Fig. 1: run 1, supply network
Scale bar: 20 um. Pins as bars on the die edge.
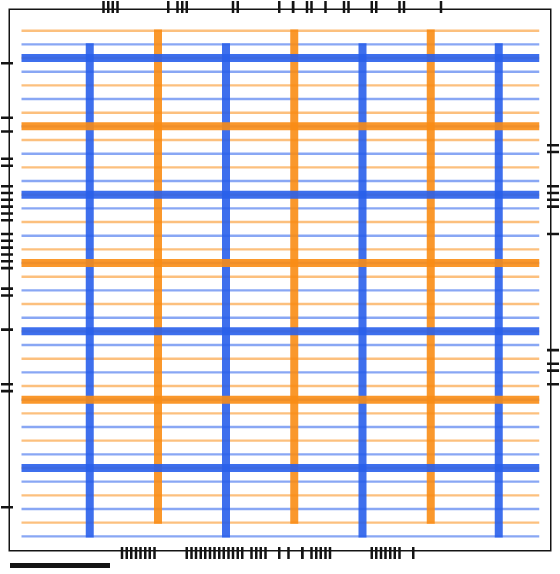
Fig. 2: run 1, placed cells, one color a class
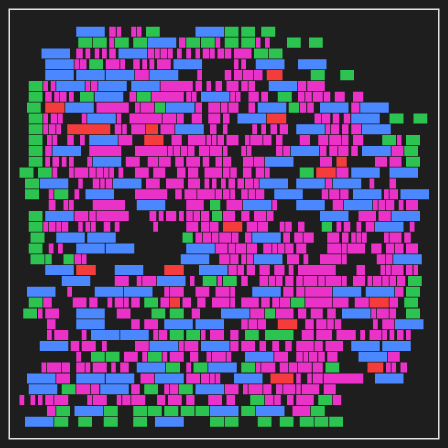
Fig. 3: run 1, routed clock nets over the placement
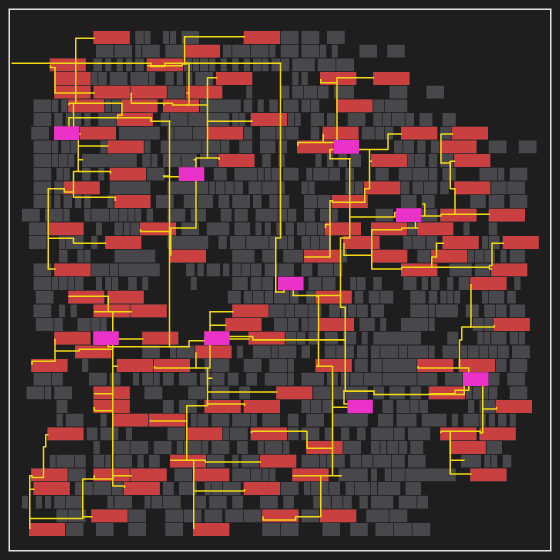
$ cat config.mk
export PLATFORM = sky130hd
export DESIGN_NAME = uart_dbg_ctrl
export DESIGN_NICKNAME = d
export VERILOG_FILES = /design/src/rtl/uart_dbg_pkg.sv /design/src/rtl/uart_dbg_ctrl.sv
export SDC_FILE = /design/constraint.sdc
export NUM_CORES = 1
export LEC_CHECK = 0
export CAP_MARGIN = 40
export CORE_MARGIN = 2
export CORE_UTILIZATION = 54
export DETAILED_ROUTE_END_ITERATION = 16
export PLACE_DENSITY = 0.86
export SLEW_MARGIN = 25
export SYNTH_ARGS = -nofsm -noshare
export SYNTH_HDL_FRONTEND = slang
export SYNTH_SLANG_ARGS = --single-unit
$ cat constraint.sdc
create_clock -name clk -period 3.75 [get_ports clk]
set_clock_uncertainty 0.15 [all_clocks]
set_input_delay 0.5625 -clock clk [delete_from_list [all_inputs] [get_ports clk]]
set_output_delay 0.5625 -clock clk [all_outputs]
set_load 0.03 [all_outputs]
$ cat src/rtl/uart_dbg_pkg.sv
// Shared types and helpers for the UART debug read controller.
// Holds the controller state encoding, ASCII constants and hex conversion.
// Pure declarations; no timing or flow control of its own.
package uart_dbg_pkg;

  typedef enum logic [2:0] {
    IDLE,
    ADDR,
    EOL,
    MEM_REQ,
    MEM_WAIT,
    SEND,
    ERR_SEND
  } state_t;

  localparam logic [7:0] ASCII_CR   = 8'h0D;
  localparam logic [7:0] ASCII_LF   = 8'h0A;
  localparam logic [7:0] ASCII_R_UP = 8'h52;
  localparam logic [7:0] ASCII_R_LO = 8'h72;
  localparam logic [7:0] ASCII_QM   = 8'h3F;

  // True for 0-9, A-F, a-f.
  function automatic logic is_hex(input logic [7:0] c);
    return ((c >= 8'h30) && (c <= 8'h39)) ||
           ((c >= 8'h41) && (c <= 8'h46)) ||
           ((c >= 8'h61) && (c <= 8'h66));
  endfunction

  // Only meaningful when is_hex(c); letters share the low nibble 1..6 in both cases.
  function automatic logic [3:0] hex_to_nib(input logic [7:0] c);
    if (c <= 8'h39) return c[3:0];
    else            return c[3:0] + 4'd9;
  endfunction

  // Uppercase ASCII for a nibble.
  function automatic logic [7:0] nib_to_ascii(input logic [3:0] n);
    if (n < 4'd10) return 8'h30 + {4'd0, n};
    else           return 8'h37 + {4'd0, n};
  endfunction

endpackage

$ cat src/rtl/uart_dbg_ctrl.sv
// Purpose: parses "R<8 hex>\r" from a UART byte stream, issues one memory read, replies "<8 HEX>\r\n" or "?\r\n".
// Latency: mem_rd 1 cycle after the CR is accepted; first tx_vld 1 cycle after mem_ack; one tx byte per cycle when tx_rdy=1.
// Backpressure: rx_rdy=0 outside IDLE/ADDR/EOL (bytes dropped); tx_data held while tx_vld=1 and tx_rdy=0.
// Ports: clk/reset (sync, active-high); rx_vld/rx_data/rx_rdy from the UART receiver;
//        tx_vld/tx_data/tx_rdy to the UART transmitter; mem_rd/mem_addr/mem_ack/mem_rdata read port;
//        busy (not IDLE); err_cnt (saturating count of error replies).
module uart_dbg_ctrl
  import uart_dbg_pkg::*;
#(
  parameter logic [15:0] TIMEOUT = 16'hFFFF
) (
  input  logic        clk,
  input  logic        reset,
  input  logic        rx_vld,
  input  logic [7:0]  rx_data,
  output logic        rx_rdy,
  output logic        tx_vld,
  output logic [7:0]  tx_data,
  input  logic        tx_rdy,
  output logic        mem_rd,
  output logic [31:0] mem_addr,
  input  logic        mem_ack,
  input  logic [31:0] mem_rdata,
  output logic        busy,
  output logic [7:0]  err_cnt
);

  state_t      state;
  logic [31:0] data_q;
  logic [2:0]  dig_cnt;
  logic [15:0] tmo_cnt;
  logic [3:0]  tx_idx;
  logic        go_err;
  logic        tx_xfer;

  // Byte i of the read reply: 8 hex digits MSB first, then CR, LF.
  function automatic logic [7:0] reply_char(input logic [31:0] d, input logic [3:0] i);
    logic [31:0] sh;
    sh = d << {i[2:0], 2'b00};
    if (i < 4'd8)       return nib_to_ascii(sh[31:28]);
    else if (i == 4'd8) return ASCII_CR;
    else                return ASCII_LF;
  endfunction

  assign rx_rdy  = (state == IDLE) || (state == ADDR) || (state == EOL);
  assign busy    = (state != IDLE);
  assign tx_xfer = tx_vld && tx_rdy;

  // Every path into the error reply; rx_vld only matters in states where rx_rdy=1.
  // A same-cycle mem_ack beats the timeout.
  always_comb begin
    go_err = 1'b0;
    case (state)
      IDLE:     go_err = rx_vld && (rx_data != ASCII_R_UP) && (rx_data != ASCII_R_LO) &&
                         (rx_data != ASCII_CR) && (rx_data != ASCII_LF);
      ADDR:     go_err = rx_vld && !is_hex(rx_data);
      EOL:      go_err = rx_vld && (rx_data != ASCII_CR);
      MEM_WAIT: go_err = !mem_ack && (tmo_cnt == TIMEOUT - 16'd1);
      default:  go_err = 1'b0;
    endcase
  end

  always_ff @(posedge clk) begin
    if (reset) begin
      state    <= IDLE;
      tx_vld   <= 1'b0;
      tx_data  <= '0;
      mem_rd   <= 1'b0;
      mem_addr <= '0;
      err_cnt  <= '0;
      data_q   <= '0;
      dig_cnt  <= '0;
      tmo_cnt  <= '0;
      tx_idx   <= '0;
    end else begin
      mem_rd <= 1'b0;
      case (state)
        IDLE: begin
          if (rx_vld && ((rx_data == ASCII_R_UP) || (rx_data == ASCII_R_LO))) begin
            state    <= ADDR;
            mem_addr <= '0;
            dig_cnt  <= '0;
          end
        end
        ADDR: begin
          if (rx_vld && is_hex(rx_data)) begin
            mem_addr <= {mem_addr[27:0], hex_to_nib(rx_data)};
            dig_cnt  <= dig_cnt + 3'd1;
            if (dig_cnt == 3'd7) state <= EOL;
          end
        end
        EOL: begin
          if (rx_vld && (rx_data == ASCII_CR)) begin
            state  <= MEM_REQ;
            mem_rd <= 1'b1;
          end
        end
        MEM_REQ: begin
          state   <= MEM_WAIT;
          tmo_cnt <= '0;
        end
        MEM_WAIT: begin
          if (mem_ack) begin
            data_q  <= mem_rdata;
            state   <= SEND;
            tx_vld  <= 1'b1;
            tx_data <= reply_char(mem_rdata, 4'd0);
            tx_idx  <= '0;
          end else begin
            tmo_cnt <= tmo_cnt + 16'd1;
          end
        end
        SEND: begin
          if (tx_xfer) begin
            if (tx_idx == 4'd9) begin
              tx_vld <= 1'b0;
              state  <= IDLE;
            end else begin
              tx_idx  <= tx_idx + 4'd1;
              tx_data <= reply_char(data_q, tx_idx + 4'd1);
            end
          end
        end
        ERR_SEND: begin
          if (tx_xfer) begin
            if (tx_idx == 4'd2) begin
              tx_vld <= 1'b0;
              state  <= IDLE;
            end else begin
              tx_idx  <= tx_idx + 4'd1;
              tx_data <= (tx_idx == 4'd0) ? ASCII_CR : ASCII_LF;
            end
          end
        end
        default: state <= IDLE;
      endcase

      // Placed after the case so it overrides any partial update above.
      if (go_err) begin
        state   <= ERR_SEND;
        tx_vld  <= 1'b1;
        tx_data <= ASCII_QM;
        tx_idx  <= '0;
        if (err_cnt != 8'hFF) err_cnt <= err_cnt + 8'd1;
      end
    end
  end

endmodule

==> reports/qor.csv, run 1 <==
stage,metric,value,unit
clocking,clock-pin slew on the worst setup and hold paths,110,ps
yosys,cells after synthesis,677,
clocking,CTS buffer count,9,
clocking,clk buf depth,2,
die,Initial Utilization,55.8,%
yosys,post-synthesis cell type count,66,
route,Pre-antenna DRT Iters,7,
die,Die ar.,11600,um^2
yosys,syn nets,737,
min_path,worst min path class,flip-flop to flip-flop,
setup_path,worst-path maximum fanout,14,
yosys,ranking of synthesized cells by instance count,"dfxtp_1, nand2_1, a21oi_1, nor2_1, mux2i_1",
sta,worst setup margin,624,ps
clocking,CTS resizes,0,
sta,Rel. slew slack,52.7,%
clocking,TritonCTS clock tree,yes,
yosys,ys flop type,dfxtp_1,
placed_design,GPL Wtd Cong,0.883,
sta,max frequency,0.320,GHz
placed_design,hpwl dp,9610,um
min_path,Hold Path End,data_q[1],
power,PD cells,460,nW/um^2
yosys,synth warn,0,
route,DRC viols,0,
setup_path,FF-to-FF path depth,9,
sta,Tcrit/Tclk final,83.4,%
min_path,worst hold stages,2,
yosys,Synth area leader,dfxtp_1,
clocking,CTS root buf,clkbuf_8,
setup_path,flop-to-flop setup slack,620,ps
setup_path,r2r endpoint,tx_data[2],
sta,WHS,314,ps
clocking,Setup Buffers After CTS,0,
sta,Final Max Slew Viols,0,
clocking,CTS Hold Bufs,0,
power,Gate power share,33.7,%
finish,share of layout cells above drive strength 1,6.65,%
power,internal cell power,2.01,mW
yosys,Yosys Chip Area,5780,um^2
route,via count,5061,
sta,Worst Tran Pin Value,709,ps
route,total wire length,13500,um
finish,# diodes,0,
placed_design,Port Buffers,95,
grt,grt total ovfl,0,
grt,first-pass GRT wire length,21800,um
setup_path,Setup Crit Path Kind,flip-flop to flip-flop,
sta,crit path time final,3130,ps
yosys,largest cells by area after synthesis,"dfxtp_1, mux2i_1, a21oi_1",
min_path,Hold Crit Start,data_q[1],
yosys,number of synthesized flops with an enable pin,0,
finish,nets@finish,807,
run_status,status,completed,
die,io pins,97,
clocking,H-Tree Depth,3,
route,via density per instance,5.70,
power,Pwr Total,3.21,mW
route,Routed Antenna Nets,0,
clocking,Clock Sinks,107,
setup_path,"Arr. time, crit path",3280,ps
yosys,Yosys top cell by instances,dfxtp_1,
yosys,Flops after synth,107,
job,Max Cap Violations,0,
yosys,"Cell Area, Synth",5780,um^2
yosys,yosys cell count,677,
job,OpenROAD warning count,33,
setup_path,Setup crit start kind,flip-flop,
setup_path,crit path DRT,3900,ps
sta,Final Hold Viols,0,
power,P_leak,2.39,nW
setup_path,reg-to-reg startpoint,tx_idx[1],
power,Switching Share,37.2,%
power,NetSw,1.19,mW
route,DR WL/cell,15.2,um
yosys,Top cell area share,37.0,%
finish,Filler cells,864,
grt,initial antenna violation count,0,
die,Rows,37,
yosys,async set-reset flop share out of synthesis,0,%
route,1st-iter DRT viols,329,
-- Fig. 1 (at the start) --
VSS -> blue
VDD -> orange
signal pins = 97
met1 rails = 38
met4 straps = 7
total core area: 10400 um^2
die width: 107 um
chip height: 107 um
IR drop worst, VDD: 0.370 mV

-- Fig. 2 (at the start) --
sequential cells -> blue  # cells 107
remaining buffers and delay cells -> green  # cells 104
remaining logic cells -> magenta  # cells 525
clock drivers and dummy loads -> red  # cells 16

-- Fig. 3 (at the start) --
flip-flops -> red  # count 107
clock wires -> yellow  # length 1250 um
clock-net drivers -> magenta  # count 9
routed clock nets = 10
flops lie = all over the die
Skew-Pair Late Insertion Delay: 390 ps
Clk. pwr: 0.762 mW
Clock Power Share: 23.8%

==> run 1: per-layer routing <==
layer / wire length [um] / track usage, % / vias to the layer above
met5: 0 / 0 / -
met4: 277 / 7.42 / 0
met3: 507 / 4.54 / 24
met2: 6870 / 41.6 / 120
met1: 5870 / 28.0 / 2404
li1: - / - / 2513
==> run 1: sequential cells by signal, summed over array words and instances (netlist names) <==
register and cells:
tx_data 7, mem_rd 1, data_q 32, tmo_cnt 16, tx_idx 4, tx_vld 1
state 3, mem_addr 32, dig_cnt 3, err_cnt 8
==> run 1: critical path, cell delays in order, from the launching register on <==
cell and delay (ps):
dfxtp_1 440, inv_1 100, ha_1 720, mux4_2 420, mux2i_1 280, ha_1 220, inv_1 60, o311ai_1 260
o21ai_0 140, a211oi_1 250
==> run 1: worst max path at each step <==
stage	to	slack, ps	cells past startpoint	start
floorplan	tx_data[2]	840	12	tx_idx[0]
global placement	err_cnt[0]	430	10	rx_data[0]
detailed placement	err_cnt[0]	290	10	rx_data[0]
CTS	tx_data[2]	650	9	tx_idx[1]
global route	tx_data[2]	470	9	tx_idx[1]
finish	tx_data[2]	620	9	tx_idx[1]
==> run 1: power by group through the flow <==
stage / Clock, mW / Sequential [mW] / Combinational [mW]
after floorplan: 0 / 1.42 / 0.718
final: 0.762 / 1.36 / 1.08
after CTS: 0.776 / 1.36 / 1.08
after global routing: 0.823 / 1.38 / 1.17
after global placement: 0 / 1.38 / 1.05
after detailed placement: 0 / 1.39 / 1.07
==> run 1: per-stage QoR <==
stage	util (%)	area [um^2]	instances
after floorplan	-	5780	677
after global placement	65.2	6760	872
after detailed placement	65.2	6760	872
after CTS	67.3	6980	888
after global routing	67.3	6980	888
final	67.3	6980	888
==> run 1: cells by family (layout without fill, tap and decap cells) <==
kind of cell | count (synthesis) | count (layout) | synth area share [%]
adders and majority gates | 15 | 15 | 3.25
other | 1 | 1 | 0.0649
and+or+nand+nor | 278 | 278 | 24.4
muxes | 56 | 56 | 11.6
AOI/OAI and AO/OA | 142 | 142 | 15.8
xor gates and xnor gates | 20 | 20 | 3.03
DFF | 107 | 107 | 37.0
buffers and inverters | 58 | 133 | 4.74
==> run 1: final cells by class <==
| class | instances | area, um^2 | share of cell area (%) |
|---|---|---|---|
| Sequential cell | 107 | 2140 | 30.7 |
| Inverter | 13 | 48.8 | 0.699 |
| Tap cell | 136 | 170 | 2.44 |
| Multi-Input combinational cell | 512 | 3370 | 48.4 |
| Timing Repair Buffer | 104 | 1030 | 14.7 |
| Clock buffer | 9 | 124 | 1.78 |
| Clock inverter | 7 | 92.6 | 1.33 |
==> run 1: cells in the final DEF, fill, tap and decap left out, types with 4 or more instances in the layout <==
master,instances
dfxtp_1,107
clkdlybuf4s50_1,94
nand2_1,84
a21oi_1,65
nor2_1,62
mux2i_1,47
and2_1,36
nand3_1,20
o21ai_0,18
ha_1,15
inv_1,13
xor2_1,13
nor2b_1,12
and3_1,11
nor3_1,11
mux4_2,9
clkbuf_8,9
buf_4,8
xnor2_1,7
nand2b_1,7
a211oi_1,7
o21ai_1,6
a31oi_1,6
o21a_1,5
nand3b_1,5
o211ai_1,5
nor3b_1,4
a41oi_1,4
o31ai_1,4
or3_1,4
Fig. 4: run 1, congestion heat map
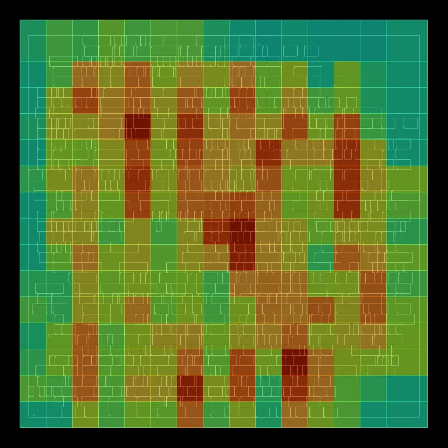

--- run 2 (diff from run 1) ---
--- a/config.mk
+++ b/config.mk
@@ -7,9 +7,9 @@
 export LEC_CHECK = 0
 export CAP_MARGIN = 40
 export CORE_MARGIN = 2
-export CORE_UTILIZATION = 54
+export CORE_UTILIZATION = 49
 export DETAILED_ROUTE_END_ITERATION = 16
-export PLACE_DENSITY = 0.86
+export PLACE_DENSITY = 0.82
 export SLEW_MARGIN = 25
 export SYNTH_ARGS = -nofsm -noshare
 export SYNTH_HDL_FRONTEND = slang
==> constraint.sdc (replaced) <==
create_clock -name clk -period 2.55 [get_ports clk]
set_clock_uncertainty 0.15 [all_clocks]
set_input_delay 0.3825 -clock clk [delete_from_list [all_inputs] [get_ports clk]]
set_output_delay 0.3825 -clock clk [all_outputs]
set_load 0.03 [all_outputs]
Fig. 5: run 2, congestion heat map
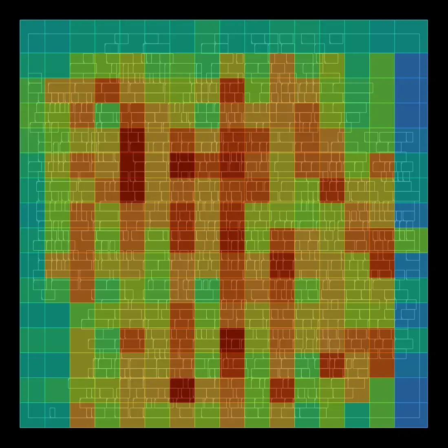
GR peak layer: met2
grt met2 use: 41.4%

Fig. 6: run 2, supply network
Scale bar: 20 um. Pins as bars on the die edge.
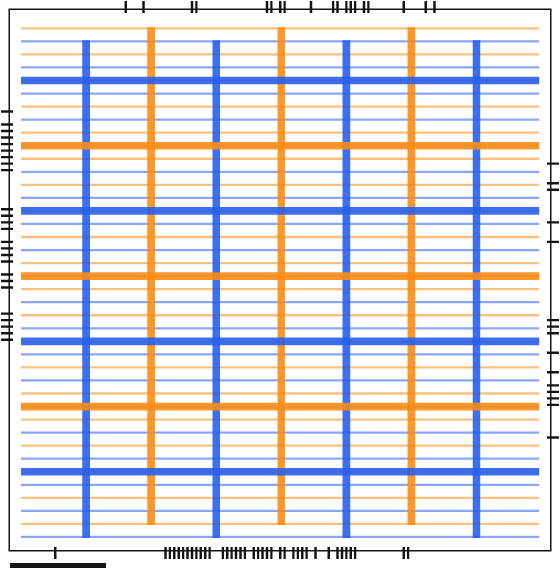
VSS -> blue
VDD -> orange
met1 rails = 40
rows = 39
met4 straps = 7

==> run 2 against run 1 <==
Count of clock-buffer cells in the layout up 2. Clock power up 98%. Via count up 6.6%. Utilization up 0.80 points. Critical endpoint is now tx_data[1].
==> reports/qor.csv, run 2 <==
stage,metric,value,unit,change
run_status,status,completed,,
setup_path,crit path DRT,2670,ps,-1230 ps
yosys,Yosys Chip Area,5780,um^2,unchanged
placed_design,Placed Instances,932,,+6.9%
setup_path,reg-to-reg startpoint,tx_idx[0],,
yosys,"Cell Area, Synth",5780,um^2,unchanged
die,io pins,97,,unchanged
power,"IR drop worst, VDD",0.504,mV,+36%
yosys,cells after synthesis,677,,unchanged
grt,initial antenna violation count,0,,unchanged
finish,largest registers in the final layout,"data_q (32), mem_addr (32), tmo_cnt (16)",,
yosys,ranking of synthesized cells by instance count,"dfxtp_1, nand2_1, a21oi_1, nor2_1, mux2i_1",,
min_path,worst min path class,input pin to flip-flop,,
route,total wire length,15000,um,+11%
yosys,syn nets,737,,unchanged
setup_path,r2r endpoint,tx_data[1],,
die,Rows,39,,+5.4%
setup_path,FF-to-FF path depth,9,,unchanged
clocking,Clock Sinks,107,,unchanged
grt,grt total ovfl,0,,unchanged
yosys,async set-reset flop share out of synthesis,0,%,unchanged
sta,worst setup margin,29.5,ps,-594 ps
min_path,Hold Crit Start,reset,,
clocking,clock-pin slew on the worst setup and hold paths,70,ps,-40 ps
yosys,largest cells by area after synthesis,"dfxtp_1, mux2i_1, a21oi_1",,
power,Pwr Total,5.49,mW,+71%
die,Initial Utilization,50.4,%,-5.3 points
route,via count,5395,,+6.6%
route,1st-iter DRT viols,264,,-20%
power,Switching Share,34.5,%,-2.7 points
finish,nets@finish,874,,+8.3%
die,Die ar.,12700,um^2,+9.8%
placed_design,Port Buffers,95,,unchanged
placed_design,GPL Wtd Cong,0.855,,-3.2%
finish,Filler cells,879,,+1.7%
finish,Top Layout Cells,"dfxtp_1, clkdlybuf4s50_1, nand2_1",,
yosys,Flops after synth,107,,unchanged
clocking,TritonCTS clock tree,yes,,
placed_design,Area after DPL,7230,um^2,+6.9%
setup_path,"Arr. time, crit path",2640,ps,-640 ps
sta,Final Max Slew Viols,0,,unchanged
min_path,worst hold stages,2,,unchanged
placed_design,hpwl dp,10500,um,+9.4%
sta,crit path time final,2520,ps,-606 ps
finish,Final Util,68.1,%,+0.80 points
min_path,Hold Path End,err_cnt[4],,
power,PD cells,703,nW/um^2,+53%
die,chip height,113,um,+4.8%
sta,max frequency,0.397,GHz,+24%
setup_path,Setup crit start kind,flip-flop,,
yosys,post-synthesis cell type count,66,,unchanged
power,Gate power share,36.6,%,+2.9 points
setup_path,Setup Crit Path Kind,flip-flop to flip-flop,,
die,die width,113,um,+4.8%
clocking,CTS buffer count,9,,unchanged
clocking,CTS Hold Bufs,0,,unchanged
route,via density per instance,5.61,,-1.6%
setup_path,flop-to-flop setup slack,30,ps,-590 ps
yosys,number of synthesized flops with an enable pin,0,,unchanged
power,Clock Power Share,27.5,%,+3.7 points
power,internal cell power,3.60,mW,+79%
[run 2: cell counts after synthesis]
Identical to the previous run, type by type.
[run 2: power by group through the flow]
stage	Sequential, mW	Combinational (mW)	Clock [mW]
5_1_grt	1.99	2.17	1.61
3_3_place_gp	1.99	1.78	0
3_5_place_dp	2.00	1.83	0
6_report	1.97	2.01	1.51
4_1_cts	1.96	1.87	1.54
2_1_floorplan	2.08	1.06	0
[run 2: layer usage]
metal | global-route usage, % | routed length (um) | part of all wire [%] | vias up
li1 | - | - | - | 2635
met4 | 8.21 | 449 | 3.0 | 0
met2 | 41.4 | 7710 | 51 | 165
met1 | 27.3 | 6190 | 41 | 2559
met3 | 4.43 | 637 | 4.3 | 36
met5 | 0 | 0 | 0 | -
[run 2: layout make-up]
class | count | area (um^2) | area share (%)
timing repair buffer | 171 | 1610 | 20.6
clock inverter | 5 | 65.1 | 0.833
tap | 143 | 179 | 2.29
clock buffer | 11 | 264 | 3.38
multi-input combinational | 512 | 3490 | 44.7
inverter | 13 | 53.8 | 0.689
sequential | 107 | 2150 | 27.5
[run 2: cell families after synthesis]
family	count (synthesis)	synth area share [%]
xor gates and xnor gates	20	3.03
muxes	56	11.6
and+or+nand+nor	278	24.4
DFF	107	37.0
AOI/OAI and AO/OA	142	15.8
adders and majority gates	15	3.25
buffers and inverters	58	4.74
other	1	0.0649
[run 2: worst max-delay path: stages, from the launching register on]
cell and delay [ps]:
dfxtp_4 390, inv_6 50, ha_4 280, buf_6 130
mux2i_1 110, mux4_2 560, ha_4 270, a21bo_4 170
nand3_2 60, a311oi_2 270
[run 2: what timing repair did]
action	4_1_cts	5_1_grt
gates resized	8	25
cloned	0	1
setup endpoints to repair	40	51
pin swaps	4	15
buffers inserted	4	10
[run 2: worst max-delay path by stage]
| stage | from | endpoint |
|---|---|---|
| floorplan | tx_idx[0] | tx_data[1] |
| global placement | rx_data[0] | err_cnt[6] |
| detailed placement | rx_data[0] | err_cnt[6] |
| CTS | rx_data[1] | err_cnt[4] |
| global route | tx_idx[0] | tx_data[0] |
| finish | tx_idx[0] | tx_data[1] |
Fig. 7: run 2, placed cells, one color a class
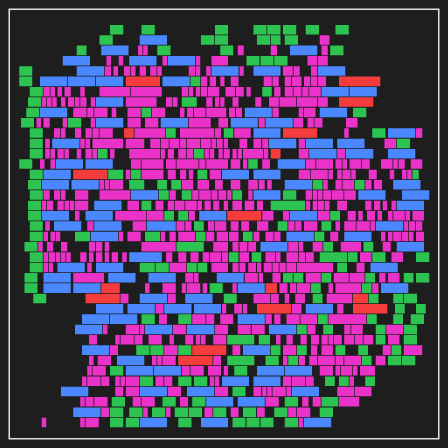

--- run 3 (diff from run 2) ---
--- a/config.mk
+++ b/config.mk
@@ -9,7 +9,10 @@
 export CORE_MARGIN = 2
 export CORE_UTILIZATION = 49
 export DETAILED_ROUTE_END_ITERATION = 16
+export MAX_ROUTING_LAYER = met4
 export PLACE_DENSITY = 0.82
+export REMOVE_ABC_BUFFERS = 1
+export SKIP_CTS_REPAIR_TIMING = 1
 export SLEW_MARGIN = 25
 export SYNTH_ARGS = -nofsm -noshare
 export SYNTH_HDL_FRONTEND = slang
Fig. 8: run 3, placed cells, one color a class
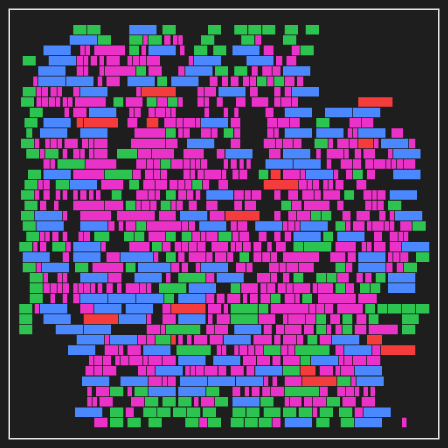
remaining logic cells -> magenta  # cells 525
sequential cells -> blue  # cells 107
remaining buffers and delay cells -> green  # cells 165
clock drivers and dummy loads -> red  # cells 16
Final Util: 68.2%
register share of the cell area: 27.5%
Rows: 39
total core area: 11500 um^2

==> run 3 against run 2 <==
Combinational power fell by 4%. Cell count fell by 0.62%. Sequential power barely moved. Die size unchanged. Sequential cell count unchanged. Count of clock-buffer cells in the layout down 1. Global-route usage up 0.64 points. Utilization rose by 0.076 points. Register-to-register slack about the same. Cell area grew 0.11%. Critical path depth is 1 higher. Largest cell class unchanged. Highest routed layer unchanged.
==> reports/qor.csv, run 3 <==
stage,metric,value,unit,change
sta,RSZ-0062 raised after global routing,true,,
grt,vias in the first global route,5116,,
setup_path,Setup crit start kind,flip-flop,,
yosys,Top cell area share,37.0,%,
finish,share of layout cells above drive strength 1,16.0,%,
sta,max frequency,0.396,GHz,-0.26%
die,die width,113,um,unchanged
clocking,clk buf depth,2,,
route,Routed Antenna Nets,0,,
sta,WHS,310,ps,
setup_path,"Slowest-stage cell, CP",mux4_2,,
grt,first-pass GRT wire length,24300,um,
route,WL met1,6390,um,+3.3%
run_status,status,completed,,
yosys,post-synthesis area per instance,8.54,um^2,
grt,grt total ovfl,0,,unchanged
finish,Top Layout Cells,"dfxtp_1, clkdlybuf4s50_1, nand2_1",,
yosys,post-synthesis cell type count,66,,unchanged
power,PD cells,670,nW/um^2,-4.7%
finish,Area Growth Syn to Fin,35.2,%,
yosys,Flops after synth,107,,unchanged
sta,Worst Tran Pin Value,586,ps,
finish,# diodes,0,,
route,via density per instance,5.66,,+0.91%
route,Pre-antenna DRT Iters,5,,
yosys,Yosys top cell by instances,dfxtp_1,,
clocking,Skew-Pair Late Insertion Delay,360,ps,
yosys,number of synthesized flops with an enable pin,0,,unchanged
clocking,Clock Sinks,107,,unchanged
clocking,H-Tree Depth,3,,
yosys,yosys cell count,677,,
yosys,largest cells by area after synthesis,"dfxtp_1, mux2i_1, a21oi_1",,
yosys,async set-reset flop share out of synthesis,0,%,unchanged
setup_path,crit path DRT,2680,ps,about the same
sta,Final Hold Viols,0,,
yosys,ranking of synthesized cells by instance count,"dfxtp_1, nand2_1, a21oi_1, nor2_1, mux2i_1",,
route,met3 routed WL,950,um,+49%
clocking,TritonCTS clock tree,yes,,
die,io pins,97,,unchanged
die,Die ar.,12700,um^2,unchanged
yosys,cells after synthesis,677,,unchanged
setup_path,"Arr. time, crit path",2650,ps,about the same
route,DRC viols,0,,
yosys,"Seq/Total Area, Yosys",37.0,%,
die,chip height,113,um,unchanged
clocking,clock-pin slew on the worst setup and hold paths,70,ps,about the same
placed_design,GPL Wtd Cong,0.899,,+5.2%
route,1st-iter DRT viols,412,,+56%
yosys,synth warn,0,,
sta,crit path time final,2530,ps,+6.68 ps
yosys,"Cell Area, Synth",5780,um^2,unchanged
finish,most numerous logic cell after layout,dfxtp_1,,
yosys,Synth area leader,dfxtp_1,,
yosys,ys flop type,dfxtp_1,,
route,WL met2,7590,um,-1.5%
route,DR top layer,met4,,
grt,Total GRT Usage,23.7,%,
route,via count,5410,,+0.28%
job,Max Cap Violations,0,,
placed_design,Port Buffers,95,,unchanged
setup_path,CP cell instances,"inv_4, ha_4, buf_6, buf_12, mux2i_1, mux4_2, buf_4, o211ai_1, nand3_1, a311oi_2",,
clocking,CTS root buf,clkbuf_16,,
setup_path,"Largest stage delay, worst path",510,ps,-50 ps
job,OpenROAD warning count,33,,
setup_path,endpoint type of the worst setup path,flip-flop,,
yosys,Yosys Chip Area,5780,um^2,unchanged
finish,nets@finish,868,,-0.69%
power,"IR drop worst, VDD",0.567,mV,+12%
sta,Tcrit/Tclk final,99.1,%,
min_path,worst min path class,flip-flop to flip-flop,,
sta,Setup Viol. Count Final,0,,
finish,Post-Layout Inst Area,7820,um^2,
clocking,CTS buffer count,9,,unchanged
grt,largest net degree at the start of global routing,67,,
route,total wire length,15100,um,+0.90%
finish,largest registers in the final layout,"data_q (32), mem_addr (32), tmo_cnt (16)",,
sta,Final Max Slew Viols,0,,unchanged
grt,initial antenna violation count,0,,unchanged
power,P_leak,2.83,nW,
placed_design,Area after DPL,7230,um^2,about the same
setup_path,Setup Crit Path Kind,flip-flop to flip-flop,,
die,Initial Utilization,50.4,%,unchanged
setup_path,worst-path maximum fanout,7,,
placed_design,hpwl dp,10600,um,+0.38%
Fig. 9: run 3, congestion heat map
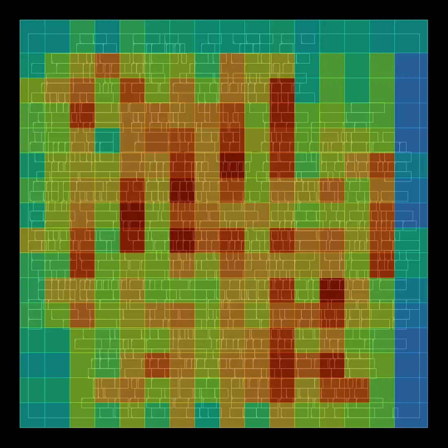
DR WL/cell: 15.8 um
met1 Track Usage GR: 28.9%

[run 3: logic make-up after synthesis]
logic type                 count (synthesis)  synth area share, %
and+or+nand+nor                          278                 24.4
AOI/OAI and AO/OA                        142                 15.8
DFF                                      107                 37.0
buffers and inverters                     58                 4.74
muxes                                     56                 11.6
xor gates and xnor gates                  20                 3.03
adders and majority gates                 15                 3.25
other                                      1               0.0649
[run 3: power breakdown]
group | leakage (nW) | internal [mW] | total (mW) | switching (mW)
Combinational | 1.82 | 0.846 | 1.92 | 1.07
Sequential | 0.868 | 1.83 | 1.96 | 0.131
Clock | 0.139 | 0.686 | 1.36 | 0.676
[run 3: critical path, delay by kind of cell, from the launching register on]
family / cells / cell delay [ps]
AND-OR/OR-AND: 2 / 450
adder cells (fa/ha/maj): 1 / 240
multiplexers: 2 / 630
buffers and inverters: 4 / 460
flip-flops: 1 / 380
AND/OR/NAND/NOR: 1 / 120
[run 3: path summary, 6_finish.rpt]
| kind | from | to | slack, ps | cells past startpoint |
|---|---|---|---|---|
| setup / recovery | tx_idx[1] | tx_data[1] | 20 | 10 |
| hold / removal | data_q[0] | data_q[0] | 310 | 2 |
| setup reg to reg | tx_idx[1] | tx_data[1] | 20 | 10 |
| hold reg to reg | data_q[0] | data_q[0] | 310 | 2 |
[run 3: per-stage QoR]
stage / setup slack (ps) / total power [mW] / std cells
6_report: 22.8 / 5.24 / 956
4_1_cts: -208 / 5.19 / 947
5_1_grt: -101 / 5.50 / 956
3_3_place_gp: -327 / 3.79 / 931
3_5_place_dp: -458 / 3.84 / 931
2_1_floorplan: -4150 / 3.03 / 632
[run 3: area by class of cell]
cell class | count | area (um^2)
clock inverter | 6 | 55.1
clock buffer | 10 | 229
sequential | 107 | 2150
fill | 875 | 3650
timing repair buffer | 165 | 1650
inverter | 13 | 51.3
multi-input combinational | 512 | 3500
tap | 143 | 179
[run 3: per-layer routing]
metal	GRT usage, %	vias up
li1	-	2630
met1	28.9	2589
met2	39.2	175
met3	6.26	16
met4	5.85	0
met5	-	-

==> layout pictures side by side <==
Signal wires by layer.
Scale bar: 20 um.
image #1
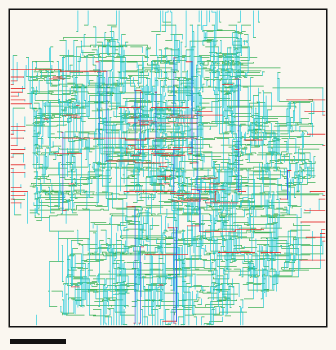
image #2
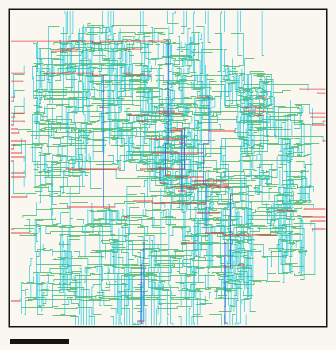
For run 2, see image #1.
For run 1, see image #2.

Power and IR drop assume default switching activity.
